### PDN straps and rails

Pins as bars on the die edge.
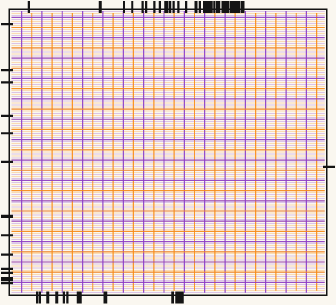
### Cells colored by class

Scale bar: 100 um.
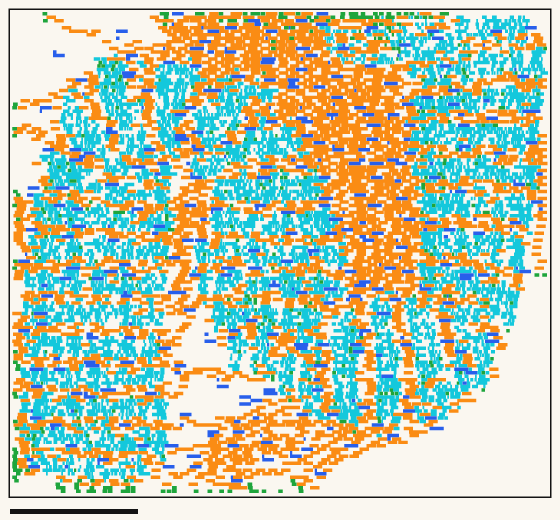
### Clock network drawn from the DEF

Scale bar: 100 um.
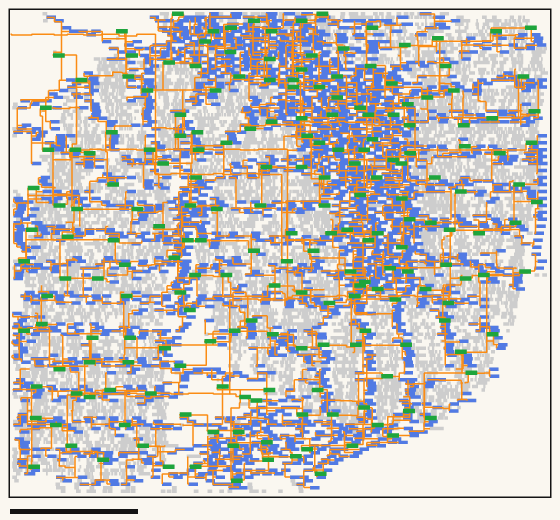
### Metal layers overlaid

Only two layers are drawn.
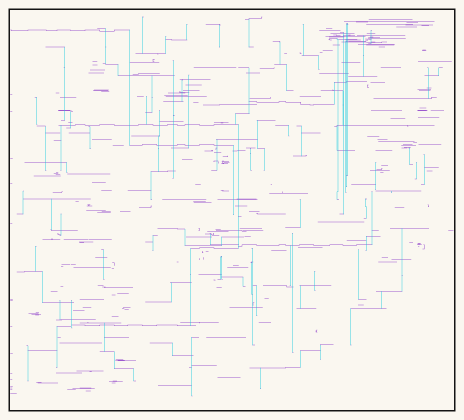
<file path="src/rtl/divider_modulo_if.sv">
// rtl/divider_modulo_if.sv - operand/result bundle for divider_modulo; DIVIDER_MODULO_DBZ_EN adds div_by_zero
interface divider_modulo_if;
  logic        mode;
  logic        valid_in;
  logic [15:0] divisor;
  logic [31:0] dividend;
  logic [31:0] result;
  logic        valid_out;
`ifdef DIVIDER_MODULO_DBZ_EN
  logic        div_by_zero;

  modport master (
    output mode, valid_in, divisor, dividend,
    input  result, valid_out, div_by_zero
  );

  modport slave (
    input  mode, valid_in, divisor, dividend,
    output result, valid_out, div_by_zero
  );
`else
  modport master (
    output mode, valid_in, divisor, dividend,
    input  result, valid_out
  );

  modport slave (
    input  mode, valid_in, divisor, dividend,
    output result, valid_out
  );
`endif
endinterface

</file>
<file path="src/rtl/divider_modulo.sv">
// rtl/divider_modulo.sv - 33-cycle pipelined 32/16 non-restoring divider; DIVIDER_MODULO_DBZ_EN adds div_by_zero
module divider_modulo (
  input  logic            clk,
  input  logic            reset,
  divider_modulo_if.slave bus
);
  localparam int STAGES = 32;

  // Stage 0 holds the captured operands; stages 1..32 each retire one quotient bit.
  logic        vld  [0:STAGES];
  logic        md   [0:STAGES];
  logic [15:0] dvs  [0:STAGES];
  logic [16:0] prem [0:STAGES];
  logic [31:0] dq   [0:STAGES];
`ifdef DIVIDER_MODULO_DBZ_EN
  logic        zf   [0:STAGES];
`endif
  logic        zero [0:STAGES];

  logic [16:0] prem_nx [1:STAGES];
  logic [31:0] dq_nx   [1:STAGES];
  logic [15:0] rem_fix;
  logic [31:0] result_nx;

  // dq shifts dividend bits out of the MSB and quotient bits into the LSB.
  // With a zero divisor it rotates instead, so the original dividend survives.
  always_comb begin
    for (int k = 0; k <= STAGES; k++) begin
`ifdef DIVIDER_MODULO_DBZ_EN
      zero[k] = zf[k];
`else
      zero[k] = (dvs[k] == 16'd0);
`endif
    end
    for (int k = 1; k <= STAGES; k++) begin
      if (prem[k-1][16])
        prem_nx[k] = {prem[k-1][15:0], dq[k-1][31]} + {1'b0, dvs[k-1]};
      else
        prem_nx[k] = {prem[k-1][15:0], dq[k-1][31]} - {1'b0, dvs[k-1]};
      dq_nx[k] = {dq[k-1][30:0], zero[k-1] ? dq[k-1][31] : ~prem_nx[k][16]};
    end
  end

  always_comb begin
    rem_fix = prem[STAGES][16] ? (prem[STAGES][15:0] + dvs[STAGES]) : prem[STAGES][15:0];
    if (zero[STAGES])
      result_nx = md[STAGES] ? dq[STAGES] : 32'hFFFF_FFFF;
    else
      result_nx = md[STAGES] ? {16'd0, rem_fix} : dq[STAGES];
  end

  always_ff @(posedge clk or negedge reset) begin
    if (!reset) begin
      for (int k = 0; k <= STAGES; k++) vld[k] <= 1'b0;
    end else begin
      vld[0] <= bus.valid_in;
      for (int k = 1; k <= STAGES; k++) vld[k] <= vld[k-1];
    end
  end

  // Datapath registers carry no reset; bubbles and flushed slots are ignored via vld.
  always_ff @(posedge clk) begin
    md[0]   <= bus.mode;
    dvs[0]  <= bus.divisor;
    prem[0] <= 17'd0;
    dq[0]   <= bus.dividend;
`ifdef DIVIDER_MODULO_DBZ_EN
    zf[0]   <= (bus.divisor == 16'd0);
`endif
    for (int k = 1; k <= STAGES; k++) begin
      md[k]   <= md[k-1];
      dvs[k]  <= dvs[k-1];
      prem[k] <= prem_nx[k];
      dq[k]   <= dq_nx[k];
`ifdef DIVIDER_MODULO_DBZ_EN
      zf[k]   <= zf[k-1];
`endif
    end
  end

  always_ff @(posedge clk or negedge reset) begin
    if (!reset) begin
      bus.result      <= 32'd0;
      bus.valid_out   <= 1'b0;
`ifdef DIVIDER_MODULO_DBZ_EN
      bus.div_by_zero <= 1'b0;
`endif
    end else begin
      bus.valid_out   <= vld[STAGES];
      if (vld[STAGES]) bus.result <= result_nx;
`ifdef DIVIDER_MODULO_DBZ_EN
      bus.div_by_zero <= vld[STAGES] & zf[STAGES];
`endif
    end
  end
endmodule

</file>
<file path="src/flat_wrapper.sv">
// flat-port wrapper written by rule: the top's interface ports become plain ports
module divider_modulo_flat 
  (clk, reset, bus_mode, bus_valid_in, bus_divisor, bus_dividend, bus_result, bus_valid_out);
  divider_modulo_if bus_i ();
  input  logic clk;
  input  logic reset;
  input wire logic [$bits(bus_i.mode)-1:0] bus_mode;
  input wire logic [$bits(bus_i.valid_in)-1:0] bus_valid_in;
  input wire logic [$bits(bus_i.divisor)-1:0] bus_divisor;
  input wire logic [$bits(bus_i.dividend)-1:0] bus_dividend;
  output wire logic [$bits(bus_i.result)-1:0] bus_result;
  output wire logic [$bits(bus_i.valid_out)-1:0] bus_valid_out;
  assign bus_i.mode = bus_mode;
  assign bus_i.valid_in = bus_valid_in;
  assign bus_i.divisor = bus_divisor;
  assign bus_i.dividend = bus_dividend;
  assign bus_result = bus_i.result;
  assign bus_valid_out = bus_i.valid_out;
  divider_modulo u_core (.clk(clk), .reset(reset), .bus(bus_i));
endmodule
</file>
<file path="config.mk">
export PLATFORM = sky130hd
export DESIGN_NAME = divider_modulo_flat
export DESIGN_NICKNAME = d
export VERILOG_FILES = /design/src/rtl/divider_modulo_if.sv /design/src/rtl/divider_modulo.sv /design/src/flat_wrapper.sv
export SDC_FILE = /design/constraint.sdc
export NUM_CORES = 2
export LEC_CHECK = 0
export CAP_MARGIN = 20
export CORE_ASPECT_RATIO = 0.9
export CORE_MARGIN = 1.5
export CORE_UTILIZATION = 50
export DETAILED_ROUTE_END_ITERATION = 6
export GPL_TIMING_DRIVEN = 0
export PLACE_DENSITY = 0.68
export SLEW_MARGIN = 10
export SYNTH_ARGS = -nofsm -noshare
export SYNTH_HDL_FRONTEND = slang
export SYNTH_SLANG_ARGS = --single-unit
</file>
<file path="constraint.sdc">
create_clock -name clk -period 3.5 [get_ports clk]
set_clock_uncertainty 0.05 [all_clocks]
set_input_delay 0.35 -clock clk [delete_from_list [all_inputs] [get_ports clk]]
set_output_delay 0.35 -clock clk [all_outputs]
set_load 0.01 [all_outputs]
</file>
==> Changelog: implementation <==
### Physical design

* Cell Pwr Density at 1190 mW/mm^2
* Crit start category: flip-flop
* LEAKAGE at 40.1 nW
* OpenROAD warning count at 30
* Min setup slack post-route at -0.326 ns
* Unrepaired setup endpoints after global routing: yes
* Pre-Repair DR Iteration Count at 6
* Highest metal layer with signal wires: met4
* Most numerous logic cell after layout: dfxtp_1
* Failing checks: negative setup slack
* Final setup fails at 11
* Commonest register cell after synthesis: dfxtp_1
* Achievable frequency at 261 MHz
* P_seq at roughly 0.037 W
* Core Footprint at 0.157 sq mm
* Run status: complete, but fails checks
* WL/cell at 15.3 um
* I/O pin count at 85
* Worst path top cell family by delay: AND-OR/OR-AND gates
* Internal cell power at slightly above 0.07 W
* Critical Path Stages at 16
* Vias per cell at 5.07
* Switching Share at 0.354
* Antenna viol nets, final at 0
About 'PDN straps and rails':
VSS: shown in purple. VDD: shown in orange.
30 straps on met4. 27 straps on met5.

About 'Cells colored by class':
remaining buffers and delay cells: shown in green, cells 413. clock drivers and dummy loads: shown in blue, cells 384. remaining logic cells: shown in cyan, cells 4803. registers: shown in orange, cells 2227.

About 'Clock network drawn from the DEF':
flip-flops: shown in blue, count 2227. clock wires: shown in orange, length 23.2 mm. clock-net drivers: shown in green, count 204.
There are 205 routed clock nets. Position of the flops: all over the die.

About 'Metal layers overlaid':
M3: shown in purple, wire length 5920 um. M4: shown in cyan, wire length 3560 um.

## cell type report
| class | count | area, sq um | share of cell area |
|---|---|---|---|
| multi-input combinational | 4633 | 35600 | 0.375 |
| sequential | 2227 | 45100 | 0.476 |
| tap | 2100 | 2630 | 0.0277 |
| clock buffer | 267 | 5820 | 0.0614 |
| timing repair buffer | 361 | 3060 | 0.0323 |
| clock inverter | 117 | 1600 | 0.0169 |
| inverter | 170 | 653 | 0.00689 |
| buffer | 52 | 320 | 0.00338 |
## stage by stage
step / area (sq um) / setup WS [ns]
final: 94800 / -0.326
after global routing: 94800 / -0.487
after CTS: 92800 / -0.434
after detailed placement: 82300 / -1.07
after global placement: 82300 / -0.952
after floorplan: 78900 / -0.147
## Yosys cell counts (10+ instances only)
| cell | n | area share |
|---|---|---|
| dfrtp_1 | 66 | 0.021 |
| o21ai_0 | 228 | 0.014 |
| a41o_1 | 14 | 0.0018 |
| and2_1 | 26 | 0.0021 |
| a31oi_1 | 57 | 0.0045 |
| nand2b_1 | 93 | 0.0074 |
| o211ai_1 | 16 | 0.0015 |
| o21a_1 | 108 | 0.010 |
| dfxtp_1 | 2161 | 0.55 |
| or4_1 | 20 | 0.0019 |
| o31ai_1 | 15 | 0.0014 |
| a211o_1 | 22 | 0.0024 |
| clkbuf_1 | 74 | 0.0035 |
| xnor2_1 | 409 | 0.045 |
| a21o_1 | 100 | 0.0095 |
| nor2_1 | 756 | 0.036 |
| or3_1 | 40 | 0.0032 |
| xor2_1 | 508 | 0.056 |
| nand2_1 | 231 | 0.011 |
| nor3_1 | 243 | 0.015 |
| a211oi_1 | 71 | 0.0068 |
| and3_1 | 38 | 0.0030 |
| nor3b_1 | 31 | 0.0030 |
| o211a_1 | 10 | 0.0013 |
| fa_1 | 32 | 0.0081 |
| mux2_2 | 68 | 0.0097 |
| o22ai_1 | 14 | 0.0011 |
| nand3b_1 | 13 | 0.0012 |
| a21boi_0 | 22 | 0.0021 |
| nand3_1 | 94 | 0.0060 |
| nor2b_1 | 84 | 0.0067 |
| o41a_1 | 14 | 0.0020 |
| ha_1 | 545 | 0.087 |
| o21bai_1 | 31 | 0.0030 |
| nor4_1 | 73 | 0.0058 |
| o41ai_1 | 20 | 0.0022 |
| inv_1 | 169 | 0.0080 |
| or2_2 | 19 | 0.0015 |
| o31a_1 | 14 | 0.0016 |
| a21oi_1 | 434 | 0.028 |
## sequential cells by signal (all words and copies together) (netlist names)
register / cells
u_core.md: 33
u_core.vld: 33
u_core.dvs: 528
u_core.prem: 544
u_core.dq: 1056
u_core.bus.valid_out: 1
u_core.bus.result: 32
## repair_timing
action | CTS | global route
setup buffers | 123 | 108
resized | 433 | 311
endpoints found under the hold margin | 116 | 0
pin swaps | 173 | 220
endpoints found under the setup margin | 114 | 87
hold buffers | 51 | 0
## kinds of logic after synthesis
| logic type | share of synthesized area |
|---|---|
| XOR/XNOR | 0.102 |
| AND/OR/NAND/NOR | 0.108 |
| adder cells (fa/ha/maj) | 0.0947 |
| multiplexers | 0.0105 |
| flip-flops | 0.570 |
| AND-OR/OR-AND | 0.103 |
| buffers and inverters | 0.0119 |
Power and IR drop assume default switching activity.
